===== config.mk =====
export PLATFORM = sky130hd
export DESIGN_NAME = print_arbiter
export DESIGN_NICKNAME = d
export VERILOG_FILES = /design/src/rtl/print_arbiter.sv
export SDC_FILE = /design/constraint.sdc
export NUM_CORES = 1
export LEC_CHECK = 0
export CORE_UTILIZATION = 40
export DETAILED_ROUTE_END_ITERATION = 16
export PLACE_DENSITY_LB_ADDON = 0.12
export REMOVE_ABC_BUFFERS = 1
export SLEW_MARGIN = 20
export SYNTH_ARGS = -nofsm -noshare
export SYNTH_HDL_FRONTEND = slang
export SYNTH_SLANG_ARGS = --single-unit
export TNS_END_PERCENT = 50

===== constraint.sdc =====
create_clock -name clk -period 6.87 [get_ports clk]
set_input_delay 1.7175 -clock clk [delete_from_list [all_inputs] [get_ports clk]]
set_output_delay 1.7175 -clock clk [all_outputs]
set_load 0.02 [all_outputs]

===== src/rtl/print_arbiter.sv =====
// Round-robin collector for per-core PRINT results: one grant per cycle into a
// FIFO drained over a valid/ready port, with per-core stall back-pressure.
module print_arbiter #(
    parameter int NCORES = 4,
    parameter int DEPTH  = 8,
    parameter int CW     = 4
) (
    input  logic                       clk,
    input  logic                       rst,
    input  logic [NCORES-1:0]          req,
    input  logic [NCORES*16-1:0]       req_data,
    output logic [NCORES-1:0]          print_stall,
    output logic                       out_valid,
    input  logic                       out_ready,
    output logic [15:0]                out_data,
    output logic [CW-1:0]              out_core,
    output logic [$clog2(DEPTH):0]     fifo_count,
    output logic [15:0]                print_total
);

    localparam int AW = $clog2(DEPTH);

    logic [CW+15:0] mem [DEPTH];
    logic [AW-1:0]  rd_ptr;
    logic [AW-1:0]  wr_ptr;
    logic [AW:0]    count;
    logic [CW-1:0]  rr_ptr;

    logic           pop;
    logic           can_push;
    logic           grant_valid;
    logic [CW-1:0]  grant;
    logic [15:0]    grant_data;

    assign out_valid  = (count != '0);
    assign pop        = out_valid & out_ready;
    assign can_push   = (count < (AW+1)'(DEPTH)) | pop;
    assign out_data   = mem[rd_ptr][15:0];
    assign out_core   = mem[rd_ptr][CW+15:16];
    assign fifo_count = count;

    // Scan starts at rr_ptr so the core after the last winner has priority.
    always_comb begin
        int idx;
        idx         = 0;
        grant_valid = 1'b0;
        grant       = '0;
        grant_data  = '0;
        for (int k = 0; k < NCORES; k++) begin
            idx = int'(rr_ptr) + k;
            if (idx >= NCORES) idx = idx - NCORES;
            if (!grant_valid && can_push && req[idx]) begin
                grant_valid = 1'b1;
                grant       = idx[CW-1:0];
                grant_data  = req_data[idx*16 +: 16];
            end
        end
    end

    always_comb begin
        for (int i = 0; i < NCORES; i++) begin
            print_stall[i] = req[i] & ~(grant_valid && (grant == CW'(i)));
        end
    end

    always_ff @(posedge clk or posedge rst) begin
        if (rst) begin
            rr_ptr      <= '0;
            rd_ptr      <= '0;
            wr_ptr      <= '0;
            count       <= '0;
            print_total <= '0;
        end else begin
            if (grant_valid) begin
                wr_ptr      <= wr_ptr + 1'b1;
                print_total <= print_total + 16'd1;
                rr_ptr      <= (grant == CW'(NCORES-1)) ? '0 : grant + 1'b1;
            end
            if (pop) begin
                rd_ptr <= rd_ptr + 1'b1;
            end
            case ({grant_valid, pop})
                2'b10:   count <= count + 1'b1;
                2'b01:   count <= count - 1'b1;
                default: count <= count;
            endcase
        end
    end

    // Storage carries no reset; occupancy alone decides what is valid.
    always_ff @(posedge clk) begin
        if (grant_valid) begin
            mem[wr_ptr] <= {grant, grant_data};
        end
    end

endmodule


Figure 1. Sequential cells grouped by signal name (run 1).
The bar under the picture is 50 um long. Other sequential cells in the stronger gray, the rest of the logic in the fainter gray.
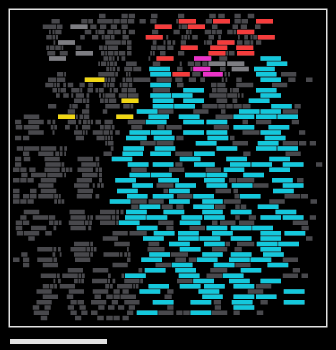
legend:
  `mem`:
    color: cyan
    flops: 160
  `rd_ptr`:
    color: magenta
    flops: 3
  `print_total`:
    color: red
    flops: 16
  `rr_ptr`:
    color: yellow
    flops: 4
not colored: 7
Reg area: 5563 sq um
Final Util: 0.4945
Flop+latch power: 2.15 mW
Seq/total area: 0.4467

Figure 2. Zoomed window (run 1).
Window x 107 to 137, y 26 to 56 um. Cells in gray, sequential cells in the stronger gray; small squares are vias.
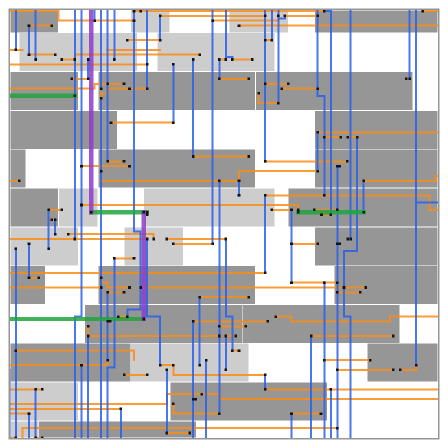
legend:
  met2:
    color: blue
  met4:
    color: purple
  met3:
    color: green
  met1:
    color: orange
netlist names of flops here include: `mem` (15)
cells with their middle in the window: 25
sequential cells in the window: 15
most frequent: edfxtp_1 (15), mux4_2 (4)

==> flow_metrics.py, run 1 <==
# Physical implementation metrics
metrics = {
    "final_layout": {
        "drive_gt1_frac": 0.2601,
        "area_growth_pct": 21.26,
        "reg_top3": "mem x160, print_total x16",
        "flops": 190,
        "clock_buffers": 17,
        "n_fill_cell": 2118,
        "comb_cells": 395,
        "fin_cells": 1099,
        "regMostFlops": "mem",
        "largest_reg_flops": 160,
        "inv_count": 19,
        "fin_area_sq_um": 12450,
        "comb_area_sq_um": 4497,
        "buf_share": 0.1036,
        "antennaDiodeCount": 0,
        "num-nonclk-buffers": 133,
        "largest_cell_class": "flip-flops and latches",
        "layout_top_cell": "edfxtp_1",
        "comb_share": 0.3611,
        "final_cell_mix": "edfxtp_1, clkdlybuf4s50_1, mux4_2",
        "layout.nets": 853,
    },
    "placed_design": {
        "postPlaceCellArea_sq_um": 11830,
        "gp_congestion": 0.8777,
        "port_buffers": 115,
        "place_hpwl_um": 15330,
        "dp_slack_ns": 0.2701,
        "place_inst": 1067,
    },
    "grt": {
        "met2_usage": 0.3184,
        "grt_max_degree": 68,
        "grt_use_met3": 0.02349,
        "antenna_found_initial": 0,
        "busiest_layer": "met2",
        "grt_pass1_vias": 6401,
        "grt_pass1_wl_um": 35750,
        "use_met1": 0.2346,
        "grt_use_total": 0.1813,
        "grt-ovfl-total": 0,
    },
    "detailed_routing": {
        "drtIter0Drc": 497,
        "dr_wl_met2_um": 11920,
        "avgViaCountPerCell": 5.662,
        "drcViolationCount": 0,
        "wl_per_cell_um": 20.67,
        "firstDrtPassIters": 4,
        "totalWireLength_um": 22710,
        "met3_length_um": 707,
        "top_layer": "met4",
        "vias": 6222,
        "wl_met1_um": 9811,
    },
    "synth": {
        "logic_family": "multiplexers",
        "netlist_instances": 644,
        "syn_area_per_cell_sq_um": 15.95,
        "edf_count": 160,
        "synth_stat.cells": 644,
        "synth_area_sq_um": 10270,
        "ys_sh_simple": 0.07688,
        "synthArstFlopShare": 0.1579,
        "ys_sh_mux": 0.2658,
        "yosys.area_share.adder": 0.03241,
        "ys.flop_type": "edfxtp_1",
        "ys.flops": 190,
        "ys_seq_frac": 0.5409,
        "synth.distinct_cells": 55,
        "ys_warn_count": 0,
        "ys_sh_aoi": 0.03143,
    },
    "power_and_ir_drop": {
        "power_leader": "combinational cells",
        "vdd_drop_max_uv": 276.2,
        "p_comb_mw": 3.52,
        "p_seq_frac": 0.324,
        "p_sw_frac": 0.3924,
        "powerDensity_nw_per_um2": 533.8,
        "leakagePower_nw": 4.316,
        "p_int_mw": 4.039,
        "p_sw_mw": 2.608,
        "combPwrFrac": 0.530,
        "p_total_mw": 6.648,
    },
    "final_timing": {
        "fin_crit_sh": 0.9682,
        "layout_setup_ws_ns": 0.2188,
        "setup_violations": 0,
        "worstMarginPinSlew_ns": 0.8799,
        "grt_setup_unrepaired": "false",
        "slew_headroom": 0.4128,
        "whs_ns": 0.4812,
        "hold_viol": 0,
        "finalSetupTns_ns": 0,
        "slew_violations": 0,
        "min_period_ns": 6.651,
        "fmax_mhz": 150.3,
    },
    "die": {
        "fp.dieH_um": 162.2,
        "rows": 58,
        "ios": 116,
        "die_w_um": 162.2,
        "taps": 330,
        "dieArea_sq_um": 26320,
        "fp_util": 0.4078,
        "coreArea_sq_um": 25180,
    },
    "setup_path": {
        "cp-startpoint": "req[2]",
        "path_cells": "clkdlybuf4s50_1 -> mux2i_1 -> and4_1 -> o21ai_1 -> o221ai_1 -> a21oi_1 -> inv_1 -> ha_1 -> a21boi_1 -> clkdlybuf4s50_1",
        "critPathRequiredTime_ns": 5.15,
        "reg2reg_from": "rr_ptr[1]$_DFFE_PP0P_",
        "start_kind": "input port",
        "crit_buf_inv": 3,
        "endpoint_kind": "output port",
        "rr_endpoint": "mem[6][9]$_DFFE_PP_",
        "reg2reg_depth": 12,
        "critical_path_class": "input port to output port",
        "worst-path-stages": 10,
        "critical_path.max_stage_delay_ns": 0.62,
        "critPathTopFamily": "buffers and inverters",
        "crit_arrival_ns": 4.93,
        "path_common_cell": "clkdlybuf4s50_1",
        "crit_slowest_cell": "clkdlybuf4s50_1",
    },
    "clock_tree": {
        "cts.repair.resized": 0,
        "clock_path_buffers": 2,
        "cts_hold_buf": 0,
        "h-tree-depth": 4,
        "root_buffer": "clkbuf_16",
        "cts_sinks": 190,
        "post-cts-setup-buffers": 0,
        "numCtsBuffers": 17,
        "cts_tree": "done",
        "clk_pin_slew_ns": 0.07,
    },
    "worst_hold_path": {
        "min_delay_path_depth": 1,
        "hold_class": "flip-flop to flip-flop",
        "min_to": "print_total[15]$_DFFE_PP0P_",
        "hold_start": "print_total[15]$_DFFE_PP0P_",
    },
    "run": {
        "warning_count": 37,
        "drv_cap": 0,
    },
    "run_status": {
        "outcome": "finished clean",
    },
}
Figure 3. Clock network drawn from the DEF (run 1).
The bar under the picture is 50 um long.
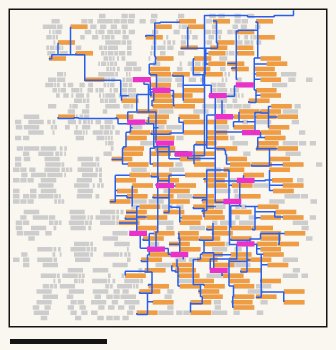
legend:
  clock wires:
    color: blue
    length: 2010 um
  flip-flops:
    color: orange
    count: 190
  cells driving clock nets:
    color: magenta
    count: 17
routed clock nets: 18
worst skew pair latency: 0.43 ns
P_clk: 0.976 mW
clk_skew: 0.01028 ns
Clk network pwr share: 0.147

[run 1: Yosys cell counts, types with 3 or more instances]
master / n / area [sq um]
a21boi_1: 5 / 37.54
a21oi_1: 26 / 130.1
buf_1: 10 / 37.54
buf_2: 13 / 65.06
clkbuf_1: 14 / 52.55
dfrtp_1: 30 / 750.7
edfxtp_1: 160 / 4805
ha_1: 25 / 312.8
inv_1: 17 / 63.81
mux2_2: 22 / 247.7
mux2i_1: 8 / 80.08
mux4_2: 106 / 2387
nand2_1: 44 / 165.2
nand2b_1: 6 / 37.54
nand3_1: 40 / 200.2
nand4_1: 4 / 25.02
nor2_1: 13 / 48.80
nor2b_1: 17 / 106.4
nor3_1: 6 / 30.03
nor4_1: 3 / 18.77
o21ai_0: 3 / 15.01
xnor2_1: 27 / 236.5
xor2_1: 5 / 43.79
--- run 2 (diff from run 1) ---
Settings changed: CTS_CLUSTER_SIZE set to 12.
==> flow_metrics.py, run 2 <==
# Physical implementation metrics
metrics = {
    "clock_tree": {
        "cts.repair.resized": 0,
        "clock_latency_ns": 0.43,
        "numCtsBuffers": 17,
        "root_buffer": "clkbuf_16",
        "cts_hold_buf": 0,
    },
    "setup_path": {
        "critPathRequiredTime_ns": 5.15,
        "crit_arrival_ns": 4.93,
        "path_common_cell": "clkdlybuf4s50_1",
        "path_cells": "clkdlybuf4s50_1 -> mux2i_1 -> and4_1 -> o21ai_1 -> o221ai_1 -> a21oi_1 -> inv_1 -> ha_1 -> a21boi_1 -> clkdlybuf4s50_1",
        "critical_path_class": "input port to output port",
        "critPathTopFamily": "buffers and inverters",
        "rr_endpoint": "mem[6][9]$_DFFE_PP_",
        "crit_slowest_cell": "clkdlybuf4s50_1",
        "worst-path-stages": 10,
        "critical_path.max_stage_delay_ns": 0.62,
    },
    "worst_hold_path": {
        "hold_start": "print_total[15]$_DFFE_PP0P_",
        "min_delay_path_depth": 1,
        "hold_class": "flip-flop to flip-flop",
    },
    "synth": {
        "ys_seq_frac": 0.5409,
        "netlist_instances": 644,
        "synthArstFlopShare": 0.1579,
        "synth_stat.cells": 644,
        "yosysTopAreaCell": "edfxtp_1",
        "synth_area_sq_um": 10270,
        "syn_area_per_cell_sq_um": 15.95,
        "ys_warn_count": 0,
        "top_cells_by_count": "edfxtp_1, mux4_2, nand2_1",
        "ys_top_cells_by_area": "edfxtp_1, mux4_2, dfrtp_1, ha_1, mux2_2",
        "ys.flops": 190,
    },
    "die": {
        "rows": 58,
        "fp_util": 0.4078,
        "coreArea_sq_um": 25180,
        "dieArea_sq_um": 26320,
    },
    "final_layout": {
        "largest_reg_flops": 160,
        "n_fill_cell": 2118,
        "area_growth_pct": 21.26,
        "antennaDiodeCount": 0,
        "regMostFlops": "mem",
        "flop_area_sq_um": 5563,
        "fin_area_sq_um": 12450,
        "reg_top3": "mem x160, print_total x16",
    },
    "placed_design": {
        "postPlaceCellArea_sq_um": 11830,
        "place_inst": 1067,
        "gp_congestion": 0.8777,
    },
    "final_timing": {
        "clock_skew_ns": 0.01028,
        "hold_viol": 0,
        "grt_setup_unrepaired": "false",
        "worstMarginPinSlew_ns": 0.8799,
        "slew_violations": 0,
        "fin_crit_sh": 0.9682,
        "layout_setup_ws_ns": 0.2188,
        "fmax_mhz": 150.3,
    },
    "grt": {
        "met2_usage": 0.3184,
        "antenna_found_initial": 0,
        "grt_pass1_wl_um": 35750,
        "busiest_layer": "met2",
    },
    "detailed_routing": {
        "wl_met1_um": 9811,
        "drcViolationCount": 0,
        "totalWireLength_um": 22710,
        "top_layer": "met4",
        "avgViaCountPerCell": 5.662,
        "firstDrtPassIters": 4,
        "dr_wl_met2_um": 11920,
        "wl_per_cell_um": 20.67,
    },
    "power_and_ir_drop": {
        "powerDensity_nw_per_um2": 533.8,
        "p_total_mw": 6.648,
    },
    "run_status": {
        "outcome": "finished clean",
    },
}
-- run 2: cell counts after synthesis --
Identical to the previous run, type by type.
-- run 2: cells by family after synthesis --
group | after synthesis | synth area share
flops | 190 | 0.5409
simple gates | 150 | 0.07688
mux | 137 | 0.2658
buf+inv | 59 | 0.02522
compound gates | 50 | 0.03143
xor+xnor | 32 | 0.02729
fa+ha+maj | 26 | 0.03241
-- run 2: final cells by class --
type	instances	area share
clock inverter	15	0.01537
inverter	19	0.005928
multi-input combinational	395	0.3611
sequential	190	0.4467
timing repair buffer	133	0.1036
clock buffer	17	0.03416
tap	330	0.03316
-- run 2: power breakdown --
group	internal, mW	switching [mW]	total (mW)
Combinational	1.63	1.90	3.52
Clock	0.495	0.481	0.976
Sequential	1.92	0.232	2.15
Figure 4. The clock network (run 2).
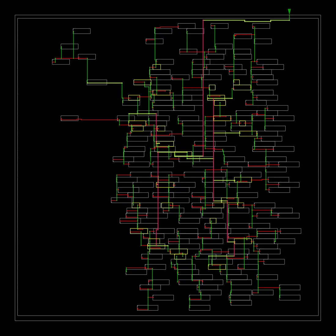
CLK BUF: 17
CTS Sinks: 190
sequential cells: 190

--- run 3 (diff from run 2) ---
Settings changed: CORE_ASPECT_RATIO set to 1.25.
==> flow_metrics.py, run 3 <==
# Physical implementation metrics
metrics = {
    "final_layout": {
        "comb_area_sq_um": 4501,
        "n_fill_cell": 2172,
        "antennaDiodeCount": 0,
        "area_growth_pct": 20.71,
        "layout_top_cell": "edfxtp_1",
        "layout.nets": 855,
        "final_cell_mix": "edfxtp_1, clkdlybuf4s50_1, mux4_2",
    },
    "placed_design": {
        "place_hpwl_um": 15480,
        "place_inst": 1074,
        "dp_slack_ns": 0.09242,
        "port_buffers": 115,
    },
    "setup_path": {
        "critical_path.max_stage_delay_ns": 0.65,
        "reg2reg_depth": 12,
        "crit_slowest_cell": "clkdlybuf4s50_1",
        "critical_path_class": "input port to output port",
        "rr_endpoint": "mem[5][12]$_DFFE_PP_",
        "path_cells": "clkdlybuf4s50_1 -> mux2i_1 -> nor4b_4 -> o21a_1 -> nand2_1 -> a21oi_2 -> inv_1 -> ha_1 -> a21boi_1 -> clkdlybuf4s50_1",
        "path_common_cell": "clkdlybuf4s50_1",
        "cp-startpoint": "req[3]",
        "critPathTopFamily": "buffers and inverters",
        "critPathRequiredTime_ns": 5.15,
    },
    "detailed_routing": {
        "dr_wl_met2_um": 12430,
        "totalWireLength_um": 22770,
        "drcViolationCount": 0,
        "firstDrtPassIters": 4,
        "vias": 6142,
        "met3_length_um": 642,
        "avgViaCountPerCell": 5.553,
        "top_layer": "met4",
    },
    "die": {
        "dieArea_sq_um": 26320,
        "die_w_um": 145.3,
        "fp_util": 0.4073,
    },
    "grt": {
        "busiest_layer": "met2",
        "grt_pass1_wl_um": 36090,
        "grt_max_degree": 46,
        "antenna_found_initial": 0,
        "grt_use_total": 0.1828,
        "grt-ovfl-total": 0,
        "met2_usage": 0.3371,
        "grt_pass1_vias": 6451,
        "grt_use_met3": 0.02677,
    },
    "final_timing": {
        "layout_setup_ws_ns": 0.2337,
        "min_period_ns": 6.636,
        "hold_viol": 0,
        "worstMarginPinSlew_ns": 0.9521,
        "grt_setup_unrepaired": "false",
        "slew_headroom": 0.3618,
        "finalSetupTns_ns": 0,
        "fmax_mhz": 150.7,
        "clock_skew_ns": 0.005584,
    },
    "synth": {
        "ys_sh_aoi": 0.03143,
        "ys_warn_count": 0,
        "ys.flop_type": "edfxtp_1",
        "netlist_instances": 644,
        "synthArstFlopShare": 0.1579,
        "synth_stat.cells": 644,
        "yosysTopAreaCell": "edfxtp_1",
        "ys_sh_mux": 0.2658,
        "yosysTopAreaCellShare": 0.4678,
        "synth.distinct_cells": 55,
        "logic_family": "multiplexers",
        "syn_area_per_cell_sq_um": 15.95,
        "ys_top_cells_by_area": "edfxtp_1, mux4_2, dfrtp_1, ha_1, mux2_2",
        "edf_count": 160,
    },
    "clock_tree": {
        "post-cts-setup-buffers": 0,
        "clock_latency_ns": 0.43,
        "cts.repair.resized": 0,
        "h-tree-depth": 4,
        "clk_pin_slew_ns": 0.07,
        "root_buffer": "clkbuf_16",
    },
    "power_and_ir_drop": {
        "vdd_drop_max_uv": 232.2,
    },
    "run_status": {
        "outcome": "finished clean",
    },
}
## run 3: cell counts after synthesis
No cell type changed its count.
## run 3: area by class of cell
type,count,share of cell area
Sequential cell,190,0.4485
Clock buffer,18,0.03462
Multi-Input combinational cell,395,0.3630
Inverter,19,0.005955
Tap cell,335,0.03381
Timing Repair Buffer,135,0.1050
Clock inverter,14,0.009084
## run 3: where the power goes
group	switching (mW)	internal, mW
logic	1.84	1.62
clock network	0.428	0.469
registers	0.265	1.92
## run 3: how the worst min path moves through the flow
stage,endpoint,cells after the start
detailed placement,print_total[15]$_DFFE_PP0P_,1
floorplan,wr_ptr[2]$_DFFE_PP0P_,1
CTS,print_total[15]$_DFFE_PP0P_,1
global route,print_total[15]$_DFFE_PP0P_,1
global placement,print_total[15]$_DFFE_PP0P_,1
finish,print_total[15]$_DFFE_PP0P_,1
Figure 5. Clock network drawn from the DEF (run 3).
The bar under the picture is 50 um long.
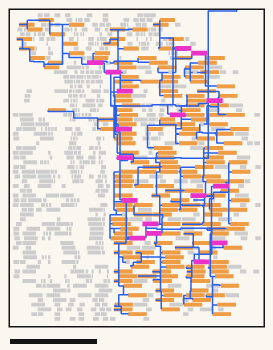
legend:
  flip-flops:
    color: orange
    count: 190
  cells driving clock nets:
    color: magenta
    count: 17
  clock wires:
    color: blue
    length: 2030 um
routed clock nets: 18

No activity file was given, so power comes from the tool's default toggle rates.
